**Clock distribution**

Drawn at 2 px/µm.
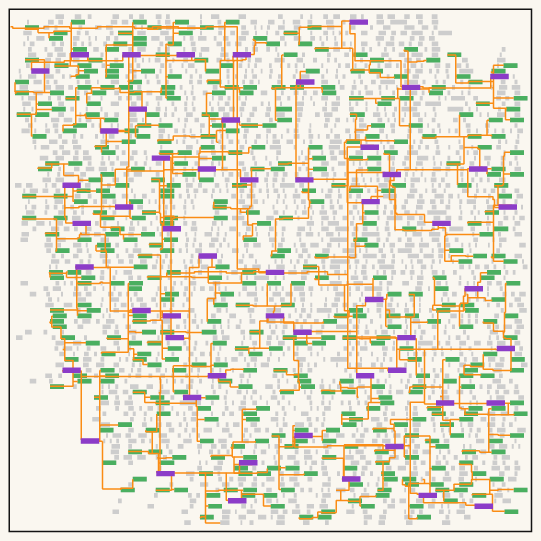
**The metal 2 layer**

Drawn at 2 px/µm. Cells faint in the background.
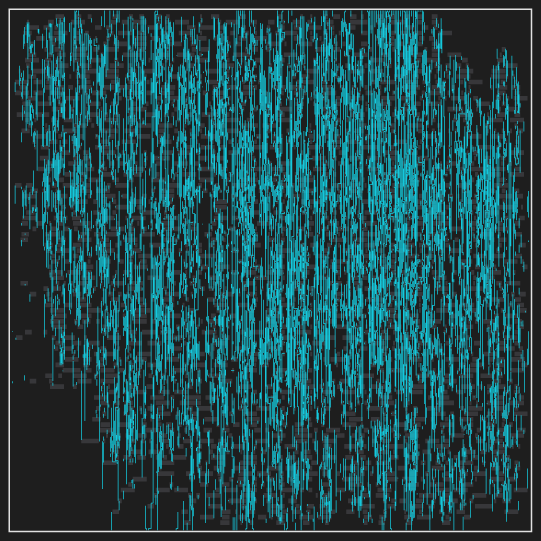
**Cell classes on the final placement**

Drawn at 1.5 px/µm. Fill, decap, tap and diode cells in grey.
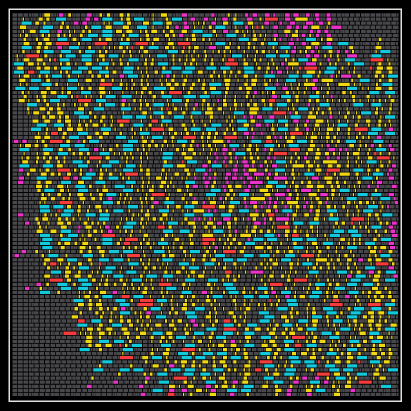
**src/rtl/exti_ctrl_if.sv**
```systemverilog
// Arilla peripheral bus: one-cycle request phase, combinational read data.
interface arilla_bus_if #(
  parameter int AW = 32,
  parameter int DW = 32
);
  logic          req;
  logic          we;
  logic [AW-1:0] addr;
  logic [DW-1:0] wdata;
  logic [DW-1:0] rdata;

  modport master (output req, we, addr, wdata, input rdata);
  modport slave  (input req, we, addr, wdata, output rdata);
endinterface

```
**src/rtl/exti_ctrl.sv**
```systemverilog
// External-interrupt controller: per-pin sync + glitch filter, edge/level triggers,
// pending/enable registers and a priority-encoded ID word on the arilla bus.
module periph_mem_interface #(
  parameter int BaseAddress = 0,
  parameter int NumWords    = 16,
  parameter int DW          = 32,
  parameter int AW          = 32
) (
  arilla_bus_if.slave                 bus,
  output logic                        hit,
  output logic [NumWords-1:0]         wr_stb,
  output logic [DW-1:0]               wdata,
  input  logic [NumWords-1:0][DW-1:0] rd_words
);
  localparam int            ByteLsb = $clog2(DW / 8);
  localparam int            IdxW    = $clog2(NumWords);
  localparam logic [AW-1:0] Base    = AW'(BaseAddress);
  localparam logic [AW-1:0] Span    = AW'(NumWords * (DW / 8));

  logic [AW-1:0]   offset;
  logic [IdxW-1:0] idx;

  // Addresses below the base wrap to large offsets and so miss.
  assign offset = bus.addr - Base;
  assign idx    = offset[ByteLsb +: IdxW];
  assign hit    = bus.req && (offset < Span);
  assign wdata  = bus.wdata;

  always_comb begin
    // NOTE: every always_comb output gets a default first so no latch is inferred.
    wr_stb = '0;
    if (hit && bus.we) wr_stb[idx] = 1'b1;
  end

  assign bus.rdata = (hit && !bus.we) ? rd_words[idx] : '0;
endmodule

module exti_ctrl #(
  parameter int BaseAddress = 0,
  parameter int NumIO       = 32,
  parameter int SyncStages  = 2,
  parameter int FilterWidth = 4
) (
  input  logic             clk,
  input  logic             rst_n,
  input  logic [NumIO-1:0] pins,
  output logic             intr,
  arilla_bus_if.slave      bus_interface,
  output logic             hit
);
  localparam int DW       = $bits(bus_interface.wdata);
  localparam int AW       = $bits(bus_interface.addr);
  localparam int M        = (NumIO + DW - 1) / DW;
  localparam int NumWords = 2 ** $clog2(7 * M + 2);
  localparam int IdW      = $clog2(NumIO + 1);
  localparam int EnW      = 0;
  localparam int ClrW     = M;
  localparam int SetW     = 2 * M;
  localparam int ReW      = 3 * M;
  localparam int FeW      = 4 * M;
  localparam int LvW      = 5 * M;
  localparam int PolW     = 6 * M;
  localparam int FiltW    = 7 * M;
  localparam int IdWord   = 7 * M + 1;

  logic [NumWords-1:0]               wr_stb;
  logic [DW-1:0]                     wdata;
  logic [NumWords-1:0][DW-1:0]       rd_words;
  logic [SyncStages-1:0][NumIO-1:0]  sync_q;
  logic [NumIO-1:0][FilterWidth-1:0] cnt_q;
  logic [NumIO-1:0] f_q, fp_q, enable_q, pending_q, reen_q, feen_q, level_q, pol_q;
  logic [FilterWidth-1:0] thr_q;
  logic [FilterWidth:0]   thr_eff;
  logic [NumIO-1:0] s, evt, wd_rep, clr, set, active;
  logic [IdW-1:0]   id;
  logic             unused_stb;

  periph_mem_interface #(
    .BaseAddress(BaseAddress), .NumWords(NumWords), .DW(DW), .AW(AW)
  ) u_pmi (
    .bus(bus_interface), .hit(hit), .wr_stb(wr_stb), .wdata(wdata), .rd_words(rd_words)
  );

  // Per-bit write mask for a register bank whose first word is `first`.
  function automatic logic [NumIO-1:0] bank_mask(input logic [NumWords-1:0] stb, input int first);
    logic [NumIO-1:0] m;
    for (int i = 0; i < NumIO; i++) m[i] = stb[first + i / DW];
    return m;
  endfunction

  function automatic logic [NumIO-1:0] rw_next(input logic [NumIO-1:0] cur, input logic [NumIO-1:0] wd,
                                               input logic [NumIO-1:0] m);
    return (cur & ~m) | (wd & m);
  endfunction

  // Word w of a register bank, zero above NumIO.
  function automatic logic [DW-1:0] bank_word(input logic [NumIO-1:0] v, input int w);
    logic [DW-1:0] r;
    r = '0;
    for (int b = 0; b < DW; b++)
      if (w * DW + b < NumIO) r[b] = v[w * DW + b];
    return r;
  endfunction

  assign s          = sync_q[SyncStages-1];
  assign thr_eff    = (thr_q == '0) ? (FilterWidth + 1)'(1) : {1'b0, thr_q};
  assign active     = pending_q & enable_q;
  assign intr       = |active;
  assign unused_stb = ^wr_stb;

  always_comb begin
    for (int i = 0; i < NumIO; i++) wd_rep[i] = wdata[i % DW];
    clr = wd_rep & bank_mask(wr_stb, ClrW);
    set = wd_rep & bank_mask(wr_stb, SetW);
    evt = (level_q & (f_q ^ pol_q)) |
          (~level_q & ((f_q & ~fp_q & reen_q) | (~f_q & fp_q & feen_q)));
  end

  // Scanning downwards leaves the lowest active index as the winner.
  always_comb begin
    id = '0;
    for (int i = NumIO - 1; i >= 0; i--)
      if (active[i]) id = IdW'(i + 1);
  end

  always_comb begin
    rd_words = '0;
    for (int w = 0; w < M; w++) begin
      rd_words[EnW + w]  = bank_word(enable_q, w);
      rd_words[ClrW + w] = bank_word(pending_q, w);
      rd_words[SetW + w] = bank_word(pending_q, w);
      rd_words[ReW + w]  = bank_word(reen_q, w);
      rd_words[FeW + w]  = bank_word(feen_q, w);
      rd_words[LvW + w]  = bank_word(level_q, w);
      rd_words[PolW + w] = bank_word(pol_q, w);
    end
    rd_words[FiltW]  = DW'(thr_q);
    rd_words[IdWord] = DW'(id);
  end

  always_ff @(posedge clk) begin
    if (!rst_n) begin
      // NOTE: the sync chain and filter state are reset too, so a pin already high
      // at reset release is seen as a fresh rise that the cleared REEN ignores.
      sync_q    <= '0;
      cnt_q     <= '0;
      f_q       <= '0;
      fp_q      <= '0;
      enable_q  <= '0;
      pending_q <= '0;
      reen_q    <= '0;
      feen_q    <= '0;
      level_q   <= '0;
      pol_q     <= '0;
      thr_q     <= '0;
    end else begin
      sync_q <= {sync_q[SyncStages-2:0], pins};
      for (int i = 0; i < NumIO; i++) begin
        if (s[i] == f_q[i]) begin
          cnt_q[i] <= '0;
        end else if ({1'b0, cnt_q[i]} + 1'b1 >= thr_eff) begin
          f_q[i]   <= s[i];
          cnt_q[i] <= '0;
        end else begin
          cnt_q[i] <= cnt_q[i] + 1'b1;
        end
      end
      fp_q      <= f_q;
      pending_q <= (pending_q & ~clr) | evt | set;
      enable_q  <= rw_next(enable_q, wd_rep, bank_mask(wr_stb, EnW));
      reen_q    <= rw_next(reen_q, wd_rep, bank_mask(wr_stb, ReW));
      feen_q    <= rw_next(feen_q, wd_rep, bank_mask(wr_stb, FeW));
      level_q   <= rw_next(level_q, wd_rep, bank_mask(wr_stb, LvW));
      pol_q     <= rw_next(pol_q, wd_rep, bank_mask(wr_stb, PolW));
      if (wr_stb[FiltW]) thr_q <= wdata[FilterWidth-1:0];
    end
  end
endmodule

```
**src/flat_wrapper.sv**
```systemverilog
// flat-port wrapper written by rule: the top's interface ports become plain ports
module exti_ctrl_flat 
#(
  parameter int BaseAddress = 0,
  parameter int NumIO       = 32,
  parameter int SyncStages  = 2,
  parameter int FilterWidth = 4
)
  (clk, rst_n, pins, intr, hit, bus_interface_req, bus_interface_we, bus_interface_addr, bus_interface_wdata, bus_interface_rdata);
  arilla_bus_if #(.AW(32), .DW(32)) bus_interface_i ();
  input  logic clk;
  input  logic rst_n;
  input  logic [NumIO-1:0] pins;
  output logic intr;
  output logic hit;
  input wire logic [$bits(bus_interface_i.req)-1:0] bus_interface_req;
  input wire logic [$bits(bus_interface_i.we)-1:0] bus_interface_we;
  input wire logic [$bits(bus_interface_i.addr)-1:0] bus_interface_addr;
  input wire logic [$bits(bus_interface_i.wdata)-1:0] bus_interface_wdata;
  output wire logic [$bits(bus_interface_i.rdata)-1:0] bus_interface_rdata;
  assign bus_interface_i.req = bus_interface_req;
  assign bus_interface_i.we = bus_interface_we;
  assign bus_interface_i.addr = bus_interface_addr;
  assign bus_interface_i.wdata = bus_interface_wdata;
  assign bus_interface_rdata = bus_interface_i.rdata;
  exti_ctrl #(.BaseAddress(BaseAddress), .NumIO(NumIO), .SyncStages(SyncStages), .FilterWidth(FilterWidth)) u_core (.clk(clk), .rst_n(rst_n), .pins(pins), .intr(intr), .bus_interface(bus_interface_i), .hit(hit));
endmodule
```
**config.mk**
```make
export PLATFORM = sky130hd
export DESIGN_NAME = exti_ctrl_flat
export DESIGN_NICKNAME = d
export VERILOG_FILES = /design/src/rtl/exti_ctrl_if.sv /design/src/rtl/exti_ctrl.sv /design/src/flat_wrapper.sv
export SDC_FILE = /design/constraint.sdc
export NUM_CORES = 1
export LEC_CHECK = 0
export ABC_CLOCK_PERIOD_IN_PS = 2900
export CAP_MARGIN = 40
export CELL_PAD_IN_SITES_DETAIL_PLACEMENT = 2
export CELL_PAD_IN_SITES_GLOBAL_PLACEMENT = 2
export CORE_UTILIZATION = 33
export DETAILED_ROUTE_END_ITERATION = 7
export GPL_TIMING_DRIVEN = 0
export PLACE_DENSITY_LB_ADDON = 0.2
export SYNTH_ARGS = -nofsm -noshare
export SYNTH_HDL_FRONTEND = slang
export SYNTH_SLANG_ARGS = --single-unit
```
**constraint.sdc**
```tcl
create_clock -name clk -period 2.9 [get_ports clk]
set_input_delay 0.58 -clock clk [delete_from_list [all_inputs] [get_ports clk]]
set_output_delay 0.58 -clock clk [all_outputs]
set_load 0.03 [all_outputs]
```
==> impl_metrics.env <==
# flow metrics
export IMPL_grt_max_degree=22
export IMPL_critPathCaptureType="output port"
export IMPL_finalSetupTns_ns=-1.31
export IMPL_switching_share_pct=24.2
export IMPL_clockBufferCount=89
export IMPL_wl_per_cell_um=25.1
export IMPL_num_nonclk_inverters=67
export IMPL_antenna_found_initial=8
export IMPL_power_density_nw_per_um2=508
export IMPL_wl_met3_mm=4.00
export IMPL_ys_top_logic_family="simple AND/OR/NAND/NOR gates"
export IMPL_synth_seq_share_pct=41.1
export IMPL_cts_hold_buffers=0
export IMPL_comb_cell_power_uw=768
export IMPL_via_per_inst=5.52
export IMPL_crit_path_max_incr_delay_ns=0.42
export IMPL_final_cells=3709
export IMPL_warnings=30
export IMPL_nets=3062
export IMPL_grt_overflow=0
export IMPL_maxCapViolCount=0
export IMPL_flop_cell="dfxtp_1"
export IMPL_post_route_cell_area_um2=27500
export IMPL_syn_avg_cell_area_um2=8.55
export IMPL_io_pins=134
export IMPL_drive_above_1_share_pct=13.2
export IMPL_violations="setup timing"
export IMPL_drt_wl_total_mm=93.1
export IMPL_root_buffer="clkbuf_16"
export IMPL_diodes=1
export IMPL_seq_area_um2=9070
export IMPL_cp_cell_sequence="a22o_1 > a31oi_2 > o21ai_4 > a31oi_4 > or3_4 > a2111oi_4 > buf_4"
export IMPL_synthArstFlopShare_pct=0
export IMPL_yosysWarningCount=0
export IMPL_seq_share_pct=33.0
export IMPL_rsz0062_at_grt="yes"
export IMPL_comb_share_pct=46.8
export IMPL_die_y_um=260
export IMPL_core_um2=65900
export IMPL_ys_top_cells_by_count="dfxtp_1, nand2_1, o21ai_0"
export IMPL_ys_cells=2577
export IMPL_syn_inst=2577
export IMPL_n_all_buffers=284
export IMPL_setup_slack_ns=-0.348
export IMPL_crit_path_start_kind="register"
export IMPL_cp_slowest_cell="a2111oi_4"
export IMPL_pg_seq_uw=6360
export IMPL_gp_congestion=0.893
export IMPL_finalSetupViolations=15
export IMPL_logic_area_um2=12900
export IMPL_edf_count=0
export IMPL_core_util_floorplan_pct=33.4
export IMPL_post_route_util_pct=41.8
export IMPL_lay_top_count="dfxtp_1"
export IMPL_netlist_top_cells_area="dfxtp_1, ha_1, nand2_1, o21ai_0, a21boi_1"
export IMPL_hold_slack_ns=0.429
export IMPL_finalClockPeriodUsage_pct=112
export IMPL_placed_area_um2=24700
export IMPL_adder_share_pct=9.09
export IMPL_p_leak_uw=0.0105
export IMPL_crit_family="AND-OR/OR-AND gates"
export IMPL_crit_fanout=5
export IMPL_placedCellCount=3586
export IMPL_drv_slew=0
export IMPL_floorplan_nets=2837
export IMPL_synth_area_leader_cell="dfxtp_1"
export IMPL_lay_top_cells="dfxtp_1, nand2_1, o21ai_0, ha_1, nand3_1"
export IMPL_wl_met1_mm=38.8
export IMPL_critPathBufInv=1
export IMPL_drc_errors=0
export IMPL_p_comb_share_pct=5.5
export IMPL_critPathRequiredTime_ns=2.32
export IMPL_die_w_um=260
export IMPL_aoi_share_pct=19.8
export IMPL_yosys_area_um2=22000
export IMPL_ys_sh_simple_pct=20.6
export IMPL_seqPwrFrac_pct=45.4
export IMPL_cts_tree="built"
export IMPL_final_antenna_net_count=0
export IMPL_ys_types=53
export IMPL_ff_count=452
export IMPL_outcome="complete, but fails checks"
export IMPL_crit_arrival_ns=2.67
export IMPL_drt_iter0_drc=912
export IMPL_yosysTopAreaCellShare_pct=41.1
export IMPL_power_internal_uw=10600
Notes on 'clock distribution' above:
legend:
  flip-flops:
    colour: green
    count: 452
  clock wires:
    colour: orange
    length: 7,060 µm
  cells driving clock nets:
    colour: purple
    count: 54
flops lie: spread over the die
Clock Latency Late Sink: 0.63 ns
P_clk: 6870 µW
clock group share of total power: 49.1%
clk_skew: 0.0266 ns

Notes on 'the metal 2 layer' above:
nets with wire on the layer: 2,855
share of all routed wire: 49%
longest straight run: 97.2 µm
wire length on this layer: 45.7 mm
main direction: vertical

Notes on 'cell classes on the final placement' above:
legend:
  all other logic:
    colour: yellow
    cells: 2,010
    share_of_their_area: 50%
  other buffers and delay cells:
    colour: magenta
    cells: 284
    share_of_their_area: 9.3%
  flip-flops:
    colour: cyan
    cells: 452
    share_of_their_area: 34%
  clock drivers and dummy loads:
    colour: red
    cells: 98
    share_of_their_area: 6.7%

-- layer usage --
metal,track usage (%),vias to the layer above
met1,32.3,10400
li1,-,9384
met2,47.4,487
met4,13.6,12
met3,4.18,212
met5,0,-
-- final timing paths --
check	slack [ns]	cells after the start	endpoint	start
worst max register to register	0.15	11	u_core.cnt_q[115]	u_core.thr_q[1]
worst min register to register	0.43	1	u_core.s[31]	u_core.sync_q[31]
worst min-delay path	0.43	1	u_core.s[31]	u_core.sync_q[31]
worst max-delay path	-0.35	7	bus_interface_rdata[0]	u_core.pending_q[28]
-- timing repair --
item | in CTS | in global routing
endpoints found under the hold margin | 0 | 0
buffers inserted | 12 | 10
gates cloned | 2 | 1
pin swaps | 23 | 30
gates resized | 412 | 114
endpoints found under the setup margin | 230 | 122
No activity file was given, so power comes from the tool's default toggle rates.
